## src/rtl/tape_pkg.sv

```systemverilog
// Shared definitions for the data-tape memory subsystem.
// Holds the arbiter FSM state encodings, default tape geometry and the
// encoding of which user currently drives the RAM port.
package tape_pkg;

  localparam int TAPE_ADDR_WIDTH = 12;
  localparam int TAPE_DATA_WIDTH = 8;

  // Arbiter FSM states
  localparam logic [0:0] S_IDLE  = 1'b0;
  localparam logic [0:0] S_CLEAR = 1'b1;

  // RAM port owner for the current cycle
  typedef logic [1:0] gsel_t;
  localparam gsel_t GSEL_NONE = 2'd0;
  localparam gsel_t GSEL_CPU  = 2'd1;
  localparam gsel_t GSEL_VGA  = 2'd2;
  localparam gsel_t GSEL_CLR  = 2'd3;

endpackage

```

## src/rtl/tape_mem_arbiter.sv

```systemverilog
// Arbiter for the single-port data-tape RAM.
// Three users share the port: the CPU read/write port, the VGA cell reader
// and an internal clear engine that zeroes the whole tape. The CPU is
// favoured, but a pending VGA request can be refused at most VGA_MAX_WAIT
// consecutive cycles before it wins.
// Ports:
//   clk, reset                 - clock, synchronous active-high reset
//   clear_req / clear_busy     - start a full tape clear / clear in progress
//   cpu_req/we/addr/wdata      - CPU request, held until cpu_gnt
//   cpu_gnt/rvalid/rdata       - CPU accept strobe and read return
//   vga_req/addr               - VGA read request, held until vga_gnt
//   vga_gnt/rvalid/rdata       - VGA accept strobe and read return
//   mem_we/addr/wdata/rdata    - RAM port (rdata one cycle after addr)
module tape_mem_arbiter
  import tape_pkg::*;
#(
  parameter int ADDR_WIDTH     = TAPE_ADDR_WIDTH,
  parameter int DATA_WIDTH     = TAPE_DATA_WIDTH,
  parameter int VGA_MAX_WAIT   = 4,
  parameter bit CLEAR_ON_RESET = 1'b1
) (
  input  logic                  clk,
  input  logic                  reset,
  input  logic                  clear_req,
  output logic                  clear_busy,
  input  logic                  cpu_req,
  input  logic                  cpu_we,
  input  logic [ADDR_WIDTH-1:0] cpu_addr,
  input  logic [DATA_WIDTH-1:0] cpu_wdata,
  output logic                  cpu_gnt,
  output logic                  cpu_rvalid,
  output logic [DATA_WIDTH-1:0] cpu_rdata,
  input  logic                  vga_req,
  input  logic [ADDR_WIDTH-1:0] vga_addr,
  output logic                  vga_gnt,
  output logic                  vga_rvalid,
  output logic [DATA_WIDTH-1:0] vga_rdata,
  output logic                  mem_we,
  output logic [ADDR_WIDTH-1:0] mem_addr,
  output logic [DATA_WIDTH-1:0] mem_wdata,
  input  logic [DATA_WIDTH-1:0] mem_rdata
);

  localparam int WAIT_W = (VGA_MAX_WAIT < 1) ? 1 : $clog2(VGA_MAX_WAIT + 1);

  logic [0:0]            state;
  logic [ADDR_WIDTH-1:0] clear_ptr;
  logic [ADDR_WIDTH-1:0] last_addr;
  logic [WAIT_W-1:0]     vga_wait;
  logic                  in_idle;
  logic                  vga_pri;
  gsel_t                 gsel;

  assign in_idle    = (state == S_IDLE);
  assign clear_busy = (state == S_CLEAR);
  // VGA has been starved long enough to pre-empt the CPU
  assign vga_pri    = (vga_wait >= WAIT_W'(VGA_MAX_WAIT));

  assign cpu_gnt = in_idle && cpu_req && !(vga_req && vga_pri);
  assign vga_gnt = in_idle && vga_req && (!cpu_req || vga_pri);

  // Both read ports see the RAM output; rvalid alone says whose data it is.
  assign cpu_rdata = mem_rdata;
  assign vga_rdata = mem_rdata;

  always_comb begin
    gsel = GSEL_NONE;
    if (clear_busy)   gsel = GSEL_CLR;
    else if (cpu_gnt) gsel = GSEL_CPU;
    else if (vga_gnt) gsel = GSEL_VGA;
  end

  // With no owner the address holds its previous value so the RAM address
  // bus does not toggle on idle cycles.
  always_comb begin
    mem_we    = 1'b0;
    mem_addr  = last_addr;
    mem_wdata = '0;
    case (gsel)
      GSEL_CLR: begin
        mem_we   = 1'b1;
        mem_addr = clear_ptr;
      end
      GSEL_CPU: begin
        mem_we    = cpu_we;
        mem_addr  = cpu_addr;
        mem_wdata = cpu_wdata;
      end
      GSEL_VGA: mem_addr = vga_addr;
      default: ;
    endcase
  end

  always_ff @(posedge clk) begin
    if (reset) begin
      state      <= CLEAR_ON_RESET ? S_CLEAR : S_IDLE;
      clear_ptr  <= '0;
      vga_wait   <= '0;
      cpu_rvalid <= 1'b0;
      vga_rvalid <= 1'b0;
      last_addr  <= '0;
    end else begin
      cpu_rvalid <= cpu_gnt && !cpu_we;
      vga_rvalid <= vga_gnt;
      if (gsel != GSEL_NONE) last_addr <= mem_addr;
      case (state)
        S_IDLE: begin
          if (clear_req) state <= S_CLEAR;
          if (!vga_req || vga_gnt) vga_wait <= '0;
          else if (!vga_pri)       vga_wait <= vga_wait + WAIT_W'(1);
        end
        S_CLEAR: begin
          // clear_req is ignored here; the wrap back to 0 ends the pass
          clear_ptr <= clear_ptr + ADDR_WIDTH'(1);
          if (clear_ptr == '1) state <= S_IDLE;
        end
        default: state <= S_IDLE;
      endcase
    end
  end

endmodule

```

## config.mk

```make
export PLATFORM = sky130hd
export DESIGN_NAME = tape_mem_arbiter
export DESIGN_NICKNAME = d
export VERILOG_FILES = /design/src/rtl/tape_pkg.sv /design/src/rtl/tape_mem_arbiter.sv
export SDC_FILE = /design/constraint.sdc
export NUM_CORES = 1
export LEC_CHECK = 0
export CAP_MARGIN = 20
export CORE_ASPECT_RATIO = 1.4
export CORE_MARGIN = 2
export CORE_UTILIZATION = 35
export CTS_CLUSTER_SIZE = 14
export DETAILED_ROUTE_END_ITERATION = 6
export MAX_ROUTING_LAYER = met4
export PLACE_DENSITY = 0.7
export SLEW_MARGIN = 30
export SYNTH_ARGS = -nofsm -noshare
export SYNTH_HDL_FRONTEND = slang
export SYNTH_SLANG_ARGS = --single-unit
```

## constraint.sdc

```tcl
create_clock -name clk -period 4.7 [get_ports clk]
set_clock_uncertainty 0.15 [all_clocks]
set_input_delay 0.94 -clock clk [delete_from_list [all_inputs] [get_ports clk]]
set_output_delay 0.94 -clock clk [all_outputs]
set_load 0.05 [all_outputs]
```

==> images/congestion.png <==
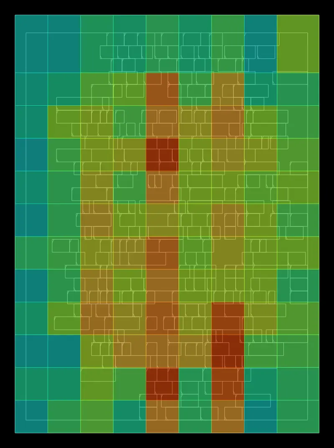
GRT Util Overall: 17.4%
GRT Max-Usage Layer: met2

==> images/sizes.png <==
Bar = 20 um.
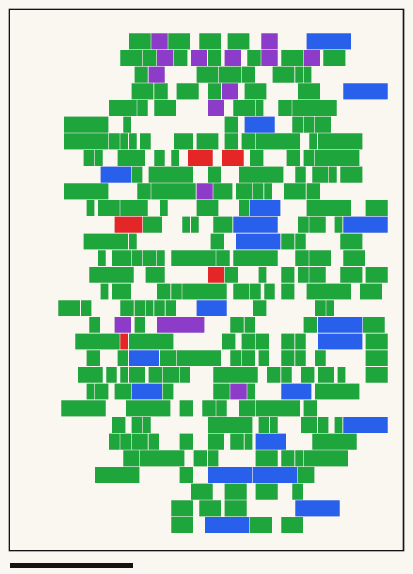
| colour | size | cells | share |
|---|---|---|---|
| red | _2 cells | 5 | 1.9% |
| green | _0 and _1 cells | 230 | 86% |
| purple | _3 and _4 cells | 14 | 5.2% |
| blue | _6 and larger | 20 | 7.4% |
Non-clk bufs: 67
design area: 2530 um2

==> images/logic_types.png <==
Bar = 20 um.
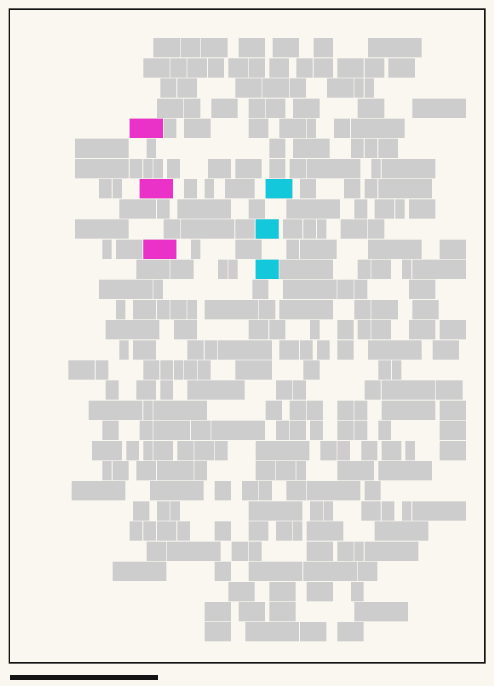
| colour | family | cells |
|---|---|---|
| magenta | fa/ha/maj cells | 3 |
| cyan | non-inverting ao/oa cells | 3 |
final std cells w/o fill: 333
Comb/total area: 38.3%
Top cell excl fill/tap: clkdlybuf4s50_1

==> images/placement_by_type.png <==
Bar = 20 um.
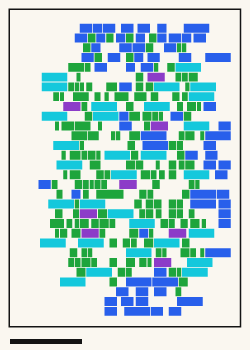
| colour | class | cells |
|---|---|---|
| blue | remaining buffers and delay cells | 67 |
| green | combinational and other logic | 164 |
| cyan | sequential cells | 30 |
| purple | clock drivers and dummy loads | 8 |

==> images/flops_by_reg.png <==
Bar = 20 um. Other sequential cells in the stronger grey, the rest of the logic in the fainter grey.
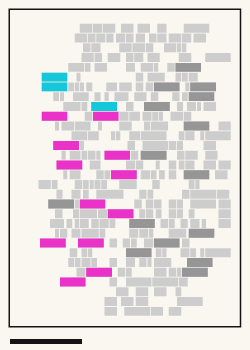
| colour | name in the netlist | sequential cells |
|---|---|---|
| magenta | clear_ptr | 12 |
| cyan | vga_wait | 3 |

==> flow_metrics.env <==
# flow metrics
export IMPL_dp_cells=325
export IMPL_grt_ovfl_total=0
export IMPL_ys_warn_count=0
export IMPL_maxCapViolCount=0
export IMPL_slowest_delay_ns=0.40
export IMPL_cts_made_buffers=5
export IMPL_nFlopsAndLatches=30
export IMPL_async_flop_share_pct=0
export IMPL_p_per_area_nw_per_um2=232
export IMPL_antenna_found_initial=0
export IMPL_finalWeightedCongestion=0.739
export IMPL_drcViolationCount=0
export IMPL_yosysMostFrequentCell="dfxtp_1"
export IMPL_clockNetworkAreaShare_pct=4.35
export IMPL_status="finished clean"
export IMPL_ys_sh_adder_pct=2.12
export IMPL_tap_cells=64
export IMPL_mostFrequentLayoutCells="clkdlybuf4s50_1 (42), dfxtp_1 (30), a21oi_1 (22)"
export IMPL_slowest_stage="clkdlybuf4s50_1"
export IMPL_cts_resized=0
export IMPL_synth_cell_types=36
export IMPL_syn_num_nets=273
export IMPL_wl_per_cell_um=13.7
==> metal layers <==
metal / part of all wire [%] / GRT usage (%) / vias to the layer above
li1: - / - / 867
met5: 0 / - / -
met4: 2.7 / 8.50 / 0
met1: 44 / 21.5 / 765
met3: 4.3 / 4.88 / 10
met2: 49 / 26.1 / 32
==> report_power, final <==
| part | switching, W | internal [W] |
|---|---|---|
| Sequential | 0.00000332 | 0.000258 |
| Combinational | 0.0000335 | 0.0000465 |
| Clock | 0.0000985 | 0.000148 |
| Total | 0.000135 | 0.000452 |
==> through the flow <==
step                setup WS, ns  cell area [um2]  hold WS, ns
CTS                        0.798             2530        0.339
global route               0.675             2530        0.366
global placement           0.816             2420        0.320
finish                     0.804             2530        0.339
floorplan                   1.34             1770        0.308
detailed placement         0.792             2420        0.329
